Run 1, M1 wires:
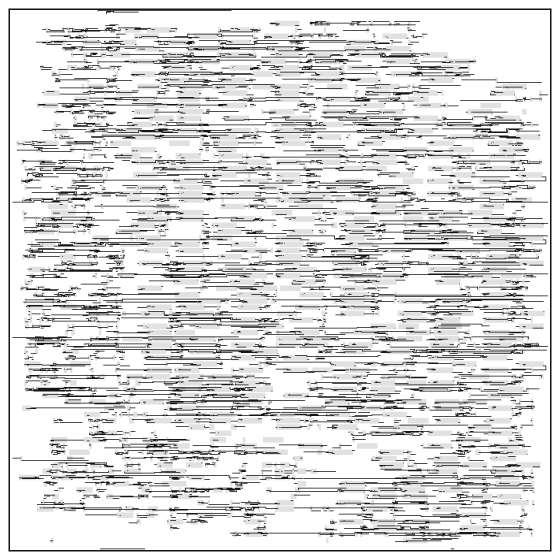
Run 1, signal wires on met2:
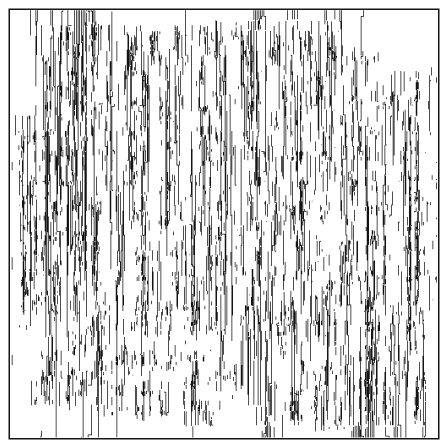
Run 1, signal wires on met4:
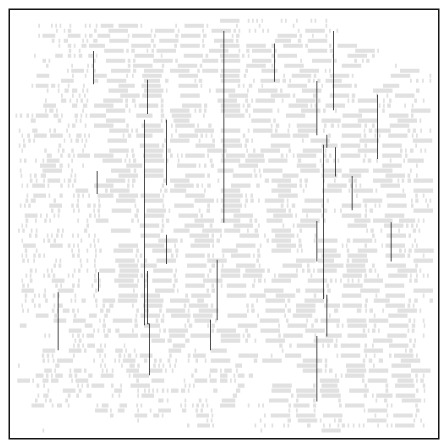
==> config.mk <==
export PLATFORM = sky130hd
export DESIGN_NAME = fetch_prefetch_queue
export DESIGN_NICKNAME = d
export VERILOG_FILES = /design/src/rtl/fetch_pkg.sv /design/src/rtl/fetch_prefetch_queue_sync_fifo.sv /design/src/rtl/fetch_prefetch_queue.sv
export SDC_FILE = /design/constraint.sdc
export NUM_CORES = 1
export LEC_CHECK = 0
export ABC_AREA = 1
export CAP_MARGIN = 20
export CELL_PAD_IN_SITES_DETAIL_PLACEMENT = 1
export CELL_PAD_IN_SITES_GLOBAL_PLACEMENT = 2
export CORE_MARGIN = 2
export CORE_UTILIZATION = 35
export DETAILED_ROUTE_END_ITERATION = 8
export DONT_BUFFER_PORTS = 1
export PLACE_DENSITY_LB_ADDON = 0.1
export SLEW_MARGIN = 15
export SYNTH_ARGS = -nofsm -noshare
export SYNTH_HDL_FRONTEND = slang
export SYNTH_HIERARCHICAL = 1
export SYNTH_SLANG_ARGS = --single-unit
==> constraint.sdc <==
create_clock -name clk -period 6.7 [get_ports clk]
set_clock_uncertainty 0.05 [all_clocks]
set_input_delay 0.67 -clock clk [delete_from_list [all_inputs] [get_ports clk]]
set_output_delay 0.67 -clock clk [all_outputs]
set_load 0.01 [all_outputs]
==> flow_summary.json, run 1 <==
{
  "pwr-share-seq_pct": 50.7,
  "critical_path_class": "flop to output pin",
  "max_freq_ghz": 0.262,
  "avgSynthCellArea_um2": 11.3,
  "viasPerCell": 4.94,
  "ys_top_cells_by_count": "edfxtp_1, nor2_1, inv_1",
  "maxSlewViolCount": 0,
  "timing.slew.headroom_pct": 30.3,
  "grt_use_total_pct": 17.1,
  "p_per_area_nw_per_um2": 300,
  "tool_warnings": 35,
  "synth.area.top_cells": "edfxtp_1, nor2_1, dfxtp_1",
  "dp_slack_ns": 3.11,
  "cp.depth": 7,
  "grt-ovfl-total": 0,
  "initial_core_util_pct": 35.6,
  "worst_slack_ns": 2.88,
  "layout-drive-gt1-share_pct": 7.55,
  "switching_share_pct": 22.8,
  "ys_ff": 438,
  "startpoint_type": "flop",
  "fp.dieW_um": 233,
  "cts.htree.levels": 2,
  "endpoint_kind": "output pin",
  "postSynthCellCount": 1619,
  "rsz0062_at_grt": "false",
  "finalCriticalPeriod_ns": 3.82,
  "tritoncts": "yes",
  "async_reset_ff_share_pct": 0,
  "grt_pass1_wl_um": 70400,
  "worst-path-buf-inv": 4,
  "rows": 83,
  "yosysTopAreaCell": "edfxtp_1",
  "critPathTopFamily": "buffers and inverters",
  "grt_pass1_vias": 12100,
  "reg2reg_depth": 8,
  "ctsResizeCount": 0,
  "antenna_found_initial": 0,
  "netlist_area_um2": 18400,
  "antenna_cells": 0,
  "core_um2": 51600,
  "regArea_um2": 12600,
  "grt_start_max_net_pins": 92,
  "portBuffers": 0,
  "arrival_ns": 3.10,
  "synth.distinct_cells": 39,
  "finalCritPeriodShare_pct": 57.0,
  "clockBufferDepth": 3,
  "worstMarginPinSlew_ns": 1.05,
  "cpMaxStageDelayCell": "inv_2",
  "syn2layout_area_growth_pct": 11.4,
  "ys_seq_share_pct": 68.7,
  "ant_nets": 0,
  "p_int_mw": 4.73,
  "cts_buffers": 49,
  "hpwl_um": 27700,
  "hold_class": "input pin to flop",
  "largest_reg_flops": 256,
  "status": "finished, final reports clean",
  "io_pins": 168,
  "drtIter0Drc": 573,
  "p_leak_nw": 7.21,
  "holdPathStages": 1,
  "die_area_um2": 54300,
  "holdBufCountCts": 0,
  "hold_viol": 0,
  "final.fill_count": 5541,
  "path_cells": "buf_4 -> inv_2 -> buf_4 -> o21ai_1 -> o22ai_1 -> inv_1 -> nor2_1",
  "yosysChipArea_um2": 18400,
  "maxCapViolations": 0,
  "clk_pin_slew_ns": 0.06,
  "mostFrequentLayoutCells": "edfxtp_1, nor2_1, inv_1",
  "setup_tns_ns": 0,
  "flop_cell": "edfxtp_1",
  "power_frac_comb_pct": 6.1
}
About 'M1 wires':
share of all routed wire = 44%
wire length on this layer = 20.5 mm
longest straight run = 62.3 um
met1 Use GR: 21.5%
Detailed Route WL: 46,300 um

About 'signal wires on met2':
nets with wire on the layer = 1,355
share of all routed wire = 49%
met2 GRT Util: 29.7%
vias: 11,500

About 'signal wires on met4':
main direction = vertical
share of all routed wire = 1.8%
nets with wire on the layer = 7

==> run 1: per-stage QoR <==
stage | area (um^2) | total power, mW | utilization (%) | hold slack [ns]
2_1_floorplan | 18400 | 3.43 | - | 0.406
3_3_place_gp | 18900 | 3.54 | 36.6 | 0.428
3_5_place_dp | 18900 | 3.55 | 36.6 | 0.431
4_1_cts | 20500 | 6.23 | 39.6 | 0.0724
5_1_grt | 20500 | 6.37 | 39.6 | 0.0903
6_report | 20500 | 6.13 | 39.6 | 0.114
==> run 1: metal layers <==
metal,GRT usage (%),up-vias,share of wire [%]
li1,-,5606,-
met5,0,-,0
met4,4.76,0,1.8
met1,21.5,5678,44
met3,3.47,60,5.1
met2,29.7,204,49
==> run 1: power groups by stage <==
stage	combinational, mW	sequential (mW)	clock (mW)
floorplan	0.287	3.14	0
global placement	0.375	3.16	0
detailed placement	0.384	3.17	0
CTS	0.385	3.11	2.73
global route	0.435	3.12	2.82
finish	0.374	3.11	2.65
==> run 1: area by class of cell <==
cell class | count | share of cell area (%)
Sequential cell | 438 | 61.7
Multi-Input combinational cell | 954 | 22.8
Clock buffer | 64 | 6.48
Tap cell | 680 | 4.16
Inverter | 155 | 2.89
Clock inverter | 27 | 1.27
Timing Repair Buffer | 18 | 0.661
==> run 1: cells by family (layout without fill, tap and decap cells) <==
kind of cell	Yosys count	in the layout	share of synthesized area [%]
AND-OR/OR-AND	365	365	10.8
XOR/XNOR	18	18	0.859
adder cells (fa/ha/maj)	21	21	1.55
buffers and inverters	236	264	6.25
flip-flops	438	438	68.7
multiplexers	1	1	0.0545
other	1	10	0.0204
AND/OR/NAND/NOR	539	539	11.8
==> run 2, diff against run 1 <==
Clock period 6.7 ns to 3.18 ns, I/O delays scaled along.
Run 2, local utilization:
The bar under the picture is 50 um long. The die is cut into 23 by 23 equal tiles; dark blue is low, red is high, 0 to 100% covered.
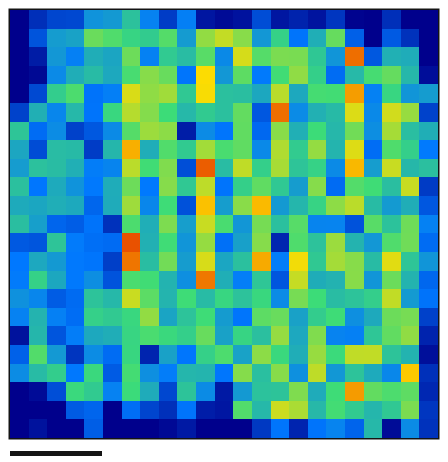
fullest tile = 91%
tiles over 75% full = 2.6%
emptiest ninth of the die = bottom left
mean over tiles = 38%
nearly empty tiles = 5.3%
core area: 51,600 um^2
floorplan core density: 35.6%

==> run 2 against run 1 <==
Against the previous run: worst hold slack got worse by 0.042 ns; setup slack lost 2.6 ns; clock power is 110% higher; cell count rose by 3.5%; via count rose by 3.3%; core utilization up 1.9 points; area after synthesis did not move; wire length grew 0.91%; highest routed layer unchanged.
==> flow_summary.json, run 2 <==
{
  "holdPathStages": 3,
  "path_cells": "inv_4 -> buf_4 -> nor2_1 -> o22ai_1 -> inv_1 -> nor2_1",
  "p_per_area_nw_per_um2": 607,
  "ys_top_cells_by_count": "edfxtp_1, nor2_1, inv_1",
  "top_layer_used": "met4",
  "tritoncts": "yes",
  "finalCritPeriodShare_pct": 90.1,
  "rsz0062_at_grt": "false",
  "wl_met1_um": 20700,
  "grtUsageMet2_pct": 31.1,
  "synth.distinct_cells": 39,
  "fin_nets": 1788,
  "critPathTopFamily": "buffers and inverters",
  "grt_pass1_vias": 12400,
  "ys_ff": 438,
  "path_common_cell": "nor2_1",
  "yosysTopAreaCell": "edfxtp_1",
  "cts.htree.levels": 2,
  "ys_warn_count": 6,
  "finalPower_mw": 13.0,
  "holdBufCountCts": 70,
  "status": "finished, final reports clean",
  "route.met3.wl_um": 1780,
  "die_h_um": 233,
  "post_cts_buffers": 0,
  "largest_reg_flops": 256,
  "portBuffers": 0,
  "cts_buffers": 49,
  "grt_start_max_net_pins": 106,
  "num_vias": 11900,
  "drtIter0Drc": 537,
  "slowest_delay_ns": 0.57,
  "hpwl_um": 29000,
  "startpoint_type": "flop",
  "cp.required_ns": 2.81,
  "yosysChipArea_um2": 18400,
  "crit_fanout": 63,
  "clockBufferDepth": 3,
  "ys_cells": 1619,
  "met2_length_um": 23300,
  "p_leak_nw": 7.61,
  "grt-ovfl-total": 0,
  "cpMaxStageDelayCell": "inv_4",
  "synth.area.top_cells": "edfxtp_1, nor2_1, dfxtp_1",
  "grt_pass1_wl_um": 71500,
  "antenna_cells": 0,
  "io_pins": 168,
  "maxCapViolations": 0,
  "viasPerCell": 4.94,
  "use_met1_pct": 21.5,
  "insertion_delay_ns": 0.58,
  "netlist_area_um2": 18400,
  "max_freq_ghz": 0.349,
  "cts.sinks": 438,
  "avgSynthCellArea_um2": 11.3,
  "critical_path_class": "flop to output pin",
  "syn2layout_area_growth_pct": 16.9,
  "endpoint_kind": "output pin",
  "synth_dominant_cell_count": "edfxtp_1",
  "cts_root_buffer": "clkbuf_16",
  "cp.depth": 6,
  "first_pass_iters": 4,
  "clk_pin_slew_ns": 0.06,
  "die_area_um2": 54300,
  "synth.top_cell.area_share_pct": 62.8,
  "drc": 0,
  "met3_usage_pct": 2.79,
  "timing.slew.headroom_pct": 51.0,
  "reg2reg_depth": 8,
  "worstMarginPinSlew_ns": 0.734,
  "rows": 83,
  "flop_cell": "edfxtp_1",
  "ir_worst_vdd_uv": 338,
  "worst-path-buf-inv": 3,
  "antenna_found_initial": 0,
  "ctsResizeCount": 0,
  "finalCriticalPeriod_ns": 2.86,
  "fin_cells": 2417,
  "hold_viol": 0,
  "final.fill_count": 5487,
  "setup_viol_count_final": 0,
  "arrival_ns": 2.50,
  "tool_warnings": 38,
  "maxSlewViolCount": 0,
  "grt.busiest_layer": "met2",
  "mostFrequentLayoutCells": "edfxtp_1, nor2_1, inv_1",
  "postSynthCellCount": 1619,
  "ant_nets": 0,
  "layout-drive-gt1-share_pct": 7.83,
  "ys_seq_share_pct": 68.7,
  "async_reset_ff_share_pct": 0,
  "grt_use_total_pct": 17.3,
  "r2r_setup_slack_ns": 0.45,
  "fp.dieW_um": 233,
  "hold_class": "input pin to flop",
  "routed_wl_um": 46700
}
run 2: cell families after synthesis:
| group | count (synthesis) | synth area share [%] |
|---|---|---|
| buffers and inverters | 236 | 6.25 |
| xor gates and xnor gates | 18 | 0.859 |
| muxes | 1 | 0.0545 |
| and+or+nand+nor | 539 | 11.8 |
| AOI/OAI and AO/OA | 365 | 10.8 |
| adders and majority gates | 21 | 1.55 |
| DFF | 438 | 68.7 |
| other | 1 | 0.0204 |
run 2: final cells by class:
| cell class | instances | area (um^2) | area share (%) |
|---|---|---|---|
| Sequential cell | 438 | 12600 | 58.8 |
| Multi-Input combinational cell | 954 | 4680 | 21.8 |
| Clock buffer | 63 | 1320 | 6.16 |
| Timing Repair Buffer | 99 | 1130 | 5.25 |
| Tap cell | 680 | 851 | 3.97 |
| Inverter | 155 | 592 | 2.76 |
| Clock inverter | 28 | 259 | 1.21 |
run 2: stage by stage:
| stage | TNS, ns | instance area, um^2 | setup WS (ns) | util (%) | hold slack [ns] |
|---|---|---|---|---|---|
| finish | 0 | 21400 | 0.316 | 41.5 | 0.0715 |
| global route | 0 | 21400 | 0.123 | 41.5 | 0.0772 |
| CTS | 0 | 21400 | 0.242 | 41.5 | 0.0343 |
| detailed placement | 0 | 19100 | 0.387 | 37.1 | 0.348 |
| global placement | 0 | 19100 | 0.437 | 37.1 | 0.347 |
| floorplan | -31.06 | 18400 | -0.243 | - | 0.367 |
run 2: where the power goes:
part           switching (mW)  internal, mW
clock                    2.22          3.33
sequential              0.140          6.40
combinational           0.613         0.318
total                    2.97          10.0
run 2: tightest hold or removal path: cells and delay by family:
family / cells / cell delay [ns]
AND/OR/NAND/NOR: 1 / 0.09
AND-OR/OR-AND: 1 / 0.07
buffers and inverters: 1 / 0.14
Power figures rest on the tool's default switching activity, not on a simulated workload.
